`config.mk`:
```
export PLATFORM = sky130hd
export DESIGN_NAME = led_sweep_driver_flat
export DESIGN_NICKNAME = d
export VERILOG_FILES = /design/src/rtl/led_sweep_driver_if.sv /design/src/rtl/led_sweep_driver.sv /design/src/flat_wrapper.sv
export SDC_FILE = /design/constraint.sdc
export NUM_CORES = 1
export LEC_CHECK = 0
export CORE_MARGIN = 5
export CORE_UTILIZATION = 30
export CTS_BUF_LIST = sky130_fd_sc_hd__clkbuf_4 sky130_fd_sc_hd__clkbuf_8 sky130_fd_sc_hd__clkbuf_16
export CTS_CLUSTER_SIZE = 16
export DETAILED_ROUTE_END_ITERATION = 7
export PLACE_DENSITY = 0.56
export SLEW_MARGIN = 40
export SYNTH_ARGS = -nofsm -noshare
export SYNTH_HDL_FRONTEND = slang
export SYNTH_SLANG_ARGS = --single-unit
export TNS_END_PERCENT = 30
```
`constraint.sdc`:
```
create_clock -name clock -period 3.2 [get_ports clock]
set_clock_uncertainty 0.15 [all_clocks]
set_input_delay 0.48 -clock clock [delete_from_list [all_inputs] [get_ports clock]]
set_output_delay 0.48 -clock clock [all_outputs]
set_load 0.03 [all_outputs]
```
`src/rtl/led_sweep_driver_if.sv`:
```
`default_nettype none
// ============================================================================
// Module      : led_sweep_driver_if
// Description : Strobe/switch inputs and LED plane outputs of the sweep driver.
// Revision    : 1.0 - initial release
// ============================================================================
interface led_sweep_driver_if #(
    parameter int NB_LEDS  = 5,
    parameter int NB_SW    = 4,
    parameter int NB_SWEEP = 8
);
    logic                i_valid;
    logic [NB_SW-1:0]    i_sw;
    logic [NB_LEDS-1:0]  o_led;
    logic [NB_LEDS-1:0]  o_led_b;
    logic [NB_LEDS-1:0]  o_led_g;
    logic                o_wrap;
    logic [NB_SWEEP-1:0] o_sweeps;

    modport master (
        output i_valid, i_sw,
        input  o_led, o_led_b, o_led_g, o_wrap, o_sweeps
    );

    modport slave (
        input  i_valid, i_sw,
        output o_led, o_led_b, o_led_g, o_wrap, o_sweeps
    );
endinterface
`default_nettype wire

```
`src/rtl/led_sweep_driver.sv`:
```
`default_nettype none
// ============================================================================
// Module      : led_sweep_driver
// Description : One-hot LED sweep advanced by rate strobes, routed to a plane.
//               Optional ping-pong mode enabled by LED_SWEEP_BOUNCE_EN.
// Revision    : 1.0 - initial release
// ============================================================================
module led_sweep_driver #(
    parameter int NB_LEDS  = 5,
    parameter int NB_SW    = 4,
    parameter int NB_SWEEP = 8
) (
    input  wire logic         clock,
    input  wire logic         i_reset,
    led_sweep_driver_if.slave bus
);

`ifdef LED_SWEEP_BOUNCE_EN
    typedef enum logic [1:0] {
        IDLE   = 2'd0,
        RUN_L  = 2'd1,
        RUN_R  = 2'd2,
        BOUNCE = 2'd3
    } state_t;
`else
    typedef enum logic [1:0] {
        IDLE   = 2'd0,
        RUN_L  = 2'd1,
        RUN_R  = 2'd2
    } state_t;
`endif

    localparam logic [NB_LEDS-1:0] c_pat_rst = {{(NB_LEDS-1){1'b0}}, 1'b1};

    state_t              r_state;
    logic [NB_LEDS-1:0]  r_pat;
    logic [NB_LEDS-1:0]  r_led;
    logic [NB_LEDS-1:0]  r_led_b;
    logic [NB_LEDS-1:0]  r_led_g;
    logic                r_wrap;
    logic [NB_SWEEP-1:0] r_sweeps;

    state_t              w_next_state;
    logic                w_accept;
    logic [NB_LEDS-1:0]  w_pat_next;
    logic                w_wrap;
    logic [1:0]          w_sel;

`ifdef LED_SWEEP_BOUNCE_EN
    logic                r_up;
    logic                w_up_eff;
    logic                w_up_next;
`endif

    assign w_sel = bus.i_sw[3:2];

    always_comb begin
        w_next_state = IDLE;
        if (bus.i_sw[0]) begin
`ifdef LED_SWEEP_BOUNCE_EN
            if (bus.i_sw[1] && (w_sel == 2'b11))
                w_next_state = BOUNCE;
            else
`endif
            if (bus.i_sw[1])
                w_next_state = RUN_R;
            else
                w_next_state = RUN_L;
        end
    end

    assign w_accept = bus.i_valid && (r_state != IDLE);

    always_comb begin
        w_pat_next = r_pat;
        w_wrap     = 1'b0;
`ifdef LED_SWEEP_BOUNCE_EN
        // At an end bit the only legal move is away from it, whatever r_up says.
        w_up_eff   = r_pat[NB_LEDS-1] ? 1'b0 : (r_pat[0] ? 1'b1 : r_up);
        w_up_next  = r_up;
`endif
        if (!$onehot(r_pat)) begin
            w_pat_next = c_pat_rst;
        end else if (w_accept) begin
            case (r_state)
                RUN_L: begin
                    w_pat_next = {r_pat[NB_LEDS-2:0], r_pat[NB_LEDS-1]};
                    w_wrap     = r_pat[NB_LEDS-1];
                end
                RUN_R: begin
                    w_pat_next = {r_pat[0], r_pat[NB_LEDS-1:1]};
                    w_wrap     = r_pat[0];
                end
`ifdef LED_SWEEP_BOUNCE_EN
                BOUNCE: begin
                    w_pat_next = w_up_eff ? (r_pat << 1) : (r_pat >> 1);
                    w_wrap     = w_up_eff ? w_pat_next[NB_LEDS-1] : w_pat_next[0];
                    w_up_next  = w_wrap ? ~w_up_eff : w_up_eff;
                end
`endif
                default: begin
                    w_pat_next = r_pat;
                end
            endcase
        end
    end

    always_ff @(posedge clock) begin
        if (!i_reset) begin
            r_state  <= IDLE;
            r_pat    <= c_pat_rst;
            r_led    <= c_pat_rst;
            r_led_b  <= '0;
            r_led_g  <= '0;
            r_wrap   <= 1'b0;
            r_sweeps <= '0;
`ifdef LED_SWEEP_BOUNCE_EN
            r_up     <= 1'b1;
`endif
        end else begin
            r_state  <= w_next_state;
            r_pat    <= w_pat_next;
            r_wrap   <= w_wrap;
            r_sweeps <= r_sweeps + {{(NB_SWEEP-1){1'b0}}, w_wrap};
            // Route the post-advance pattern so data and plane changes share one cycle of latency.
            r_led    <= ((w_sel == 2'b00) || (w_sel == 2'b11)) ? w_pat_next : '0;
            r_led_b  <= ((w_sel == 2'b01) || (w_sel == 2'b11)) ? w_pat_next : '0;
            r_led_g  <= ((w_sel == 2'b10) || (w_sel == 2'b11)) ? w_pat_next : '0;
`ifdef LED_SWEEP_BOUNCE_EN
            r_up     <= w_up_next;
`endif
        end
    end

    assign bus.o_led    = r_led;
    assign bus.o_led_b  = r_led_b;
    assign bus.o_led_g  = r_led_g;
    assign bus.o_wrap   = r_wrap;
    assign bus.o_sweeps = r_sweeps;

endmodule
`default_nettype wire

```
`src/flat_wrapper.sv`:
```
// flat-port wrapper written by rule: the top's interface ports become plain ports
module led_sweep_driver_flat 
#(
    parameter int NB_LEDS  = 5,
    parameter int NB_SW    = 4,
    parameter int NB_SWEEP = 8
)
  (clock, i_reset, bus_i_valid, bus_i_sw, bus_o_led, bus_o_led_b, bus_o_led_g, bus_o_wrap, bus_o_sweeps);
  led_sweep_driver_if #(.NB_LEDS(NB_LEDS), .NB_SW(NB_SW), .NB_SWEEP(NB_SWEEP)) bus_i ();
  input  wire logic clock;
  input  wire logic i_reset;
  input wire logic [$bits(bus_i.i_valid)-1:0] bus_i_valid;
  input wire logic [$bits(bus_i.i_sw)-1:0] bus_i_sw;
  output wire logic [$bits(bus_i.o_led)-1:0] bus_o_led;
  output wire logic [$bits(bus_i.o_led_b)-1:0] bus_o_led_b;
  output wire logic [$bits(bus_i.o_led_g)-1:0] bus_o_led_g;
  output wire logic [$bits(bus_i.o_wrap)-1:0] bus_o_wrap;
  output wire logic [$bits(bus_i.o_sweeps)-1:0] bus_o_sweeps;
  assign bus_i.i_valid = bus_i_valid;
  assign bus_i.i_sw = bus_i_sw;
  assign bus_o_led = bus_i.o_led;
  assign bus_o_led_b = bus_i.o_led_b;
  assign bus_o_led_g = bus_i.o_led_g;
  assign bus_o_wrap = bus_i.o_wrap;
  assign bus_o_sweeps = bus_i.o_sweeps;
  led_sweep_driver #(.NB_LEDS(NB_LEDS), .NB_SW(NB_SW), .NB_SWEEP(NB_SWEEP)) u_core (.clock(clock), .i_reset(i_reset), .bus(bus_i));
endmodule
```
==> flow_metrics.tcl <==
# yosys + openroad results
set metrics [dict create \
    status "complete, no violations" \
    io_pins 31 \
    vias 980 \
    fin_setup_tns_ps 0 \
    initCoreUtil_pct 31.2 \
    warning_count 30 \
    comb-power_mw 0.0513 \
    hold_buffers 0 \
    crit_chain "ha_1 > inv_1 > fa_2 > fa_1 > nand3b_1 > nor3_2 > ha_2 > ha_2 > nand2_1 > or3_1 > a21oi_2" \
    hold_viol 0 \
    grt.total_usage_pct 10.5 \
    clkbuf_count 6 \
    comb_power_share_pct 6.1 \
    seqCellArea_um2 624 \
    hold_class "flop to flop" \
    synth_cell_type_count 29 \
    min_from "u_core.bus.o_sweeps[7]" \
    cts_root_buffer "clkbuf_8" \
    post_cts_buffers 0 \
    layout.nonclk_buf_share_pct 17.5 \
    synthAoiAreaFrac_pct 9.50 \
    cts_buffer_depth 2 \
    use_met3_pct 3.60 \
    lay_top_cells "clkdlybuf4s50_1 (30), dfxtp_1 (28), nor2_1 (20), inv_1 (10), ha_1 (8)" \
    place.gp.congestion 0.836 \
    placed_cell_area_mm2 0.00162 \
    grt_overflow_total 0 \
    cap_violations 0 \
    r2r_cells 11 \
    seqPwrFrac_pct 46.7 \
    critPathMaxFanout 5 \
    grt_pass1_wl_um 4330 \
    use_met1_pct 11.4 \
    dp_slack_ps 101 \
    yosysWarnings 0 \
    hold_depth 2 \
    clk_share_pct 6.68 \
    peakVddDrop_mv 0.216 \
    num_antenna_cells 0 \
    max_stage_delay_ps 540 \
    logic_family "simple AND/OR/NAND/NOR gates" \
    mi_logic_area_um2 612 \
    grt_util_met2_pct 18.6 \
    avgSynthCellArea_um2 10.2 \
    drt-met1-wl_um 1100 \
    slew_headroom_pct 69.7 \
    path_depth 11 \
    ys_cells 124 \
]
### Placement view

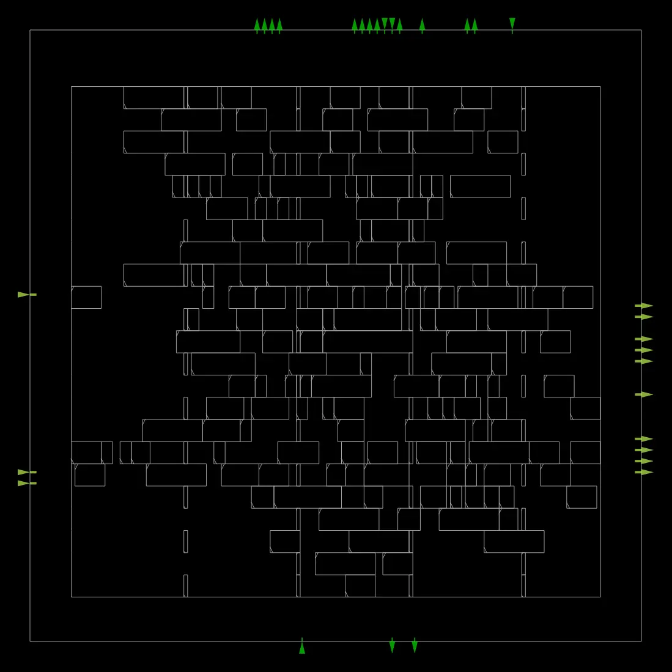
Non-Filler Instances: 212
FF+latch count: 31
# rows: 23
Core Util, Final: 43.4%
Filler Cell Count: 398

### Pin map

Pins as bars across the die edge, other pins in gray.
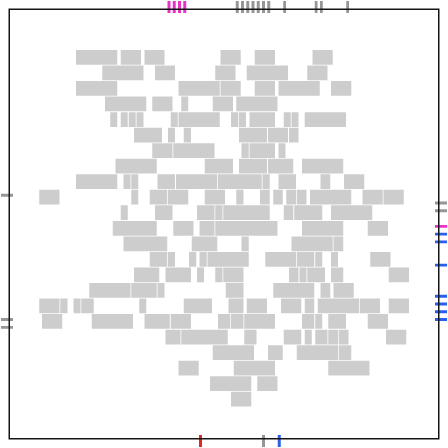
port	color	pins	direction	edge
bus_i_valid	red	1	input	bottom
bus_o_sweeps	blue	8	output	7 right, 1 bottom
bus_o_led	magenta	5	output	4 top, 1 right
Die Ht: 74.9 um
buffers added on ports: 30
Die Width: 74.9 um

### Cells colored by class

Fill, decap, tap and diode cells in gray.
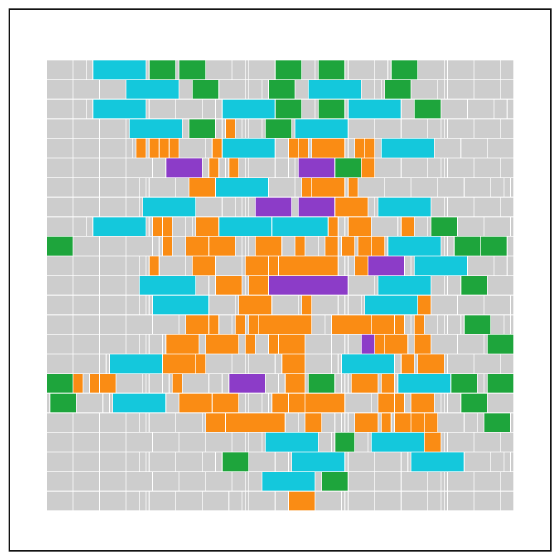
class	color	cells	share of their area
other buffers and delay cells	green	31	18%
clock drivers and dummy loads	purple	8	6.9%
all other logic	orange	92	38%
flops	cyan	31	37%
post-route cell area: 0.00176 mm^2
Core ar.: 0.00406 mm^2

### Clock distribution

Scale bar: 20 um.
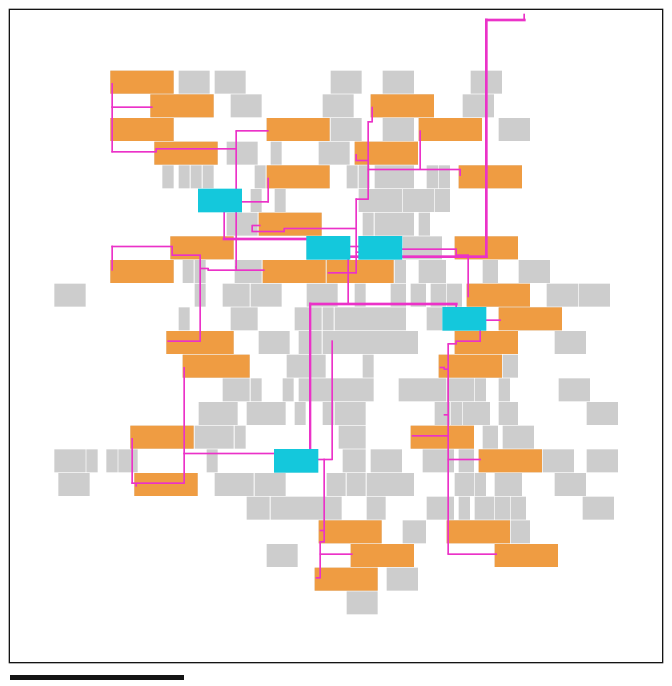
[cells driving clock nets] cyan | count: 5
[flip-flops] orange | count: 31
[clock wires] magenta | length: 412 um
routed clock nets	6
Clk pwr share: 47.2%
Latency at later pin: 280 ps
P_clk: 0.397 mW

Power figures rest on the tool's default switching activity, not on a simulated workload.
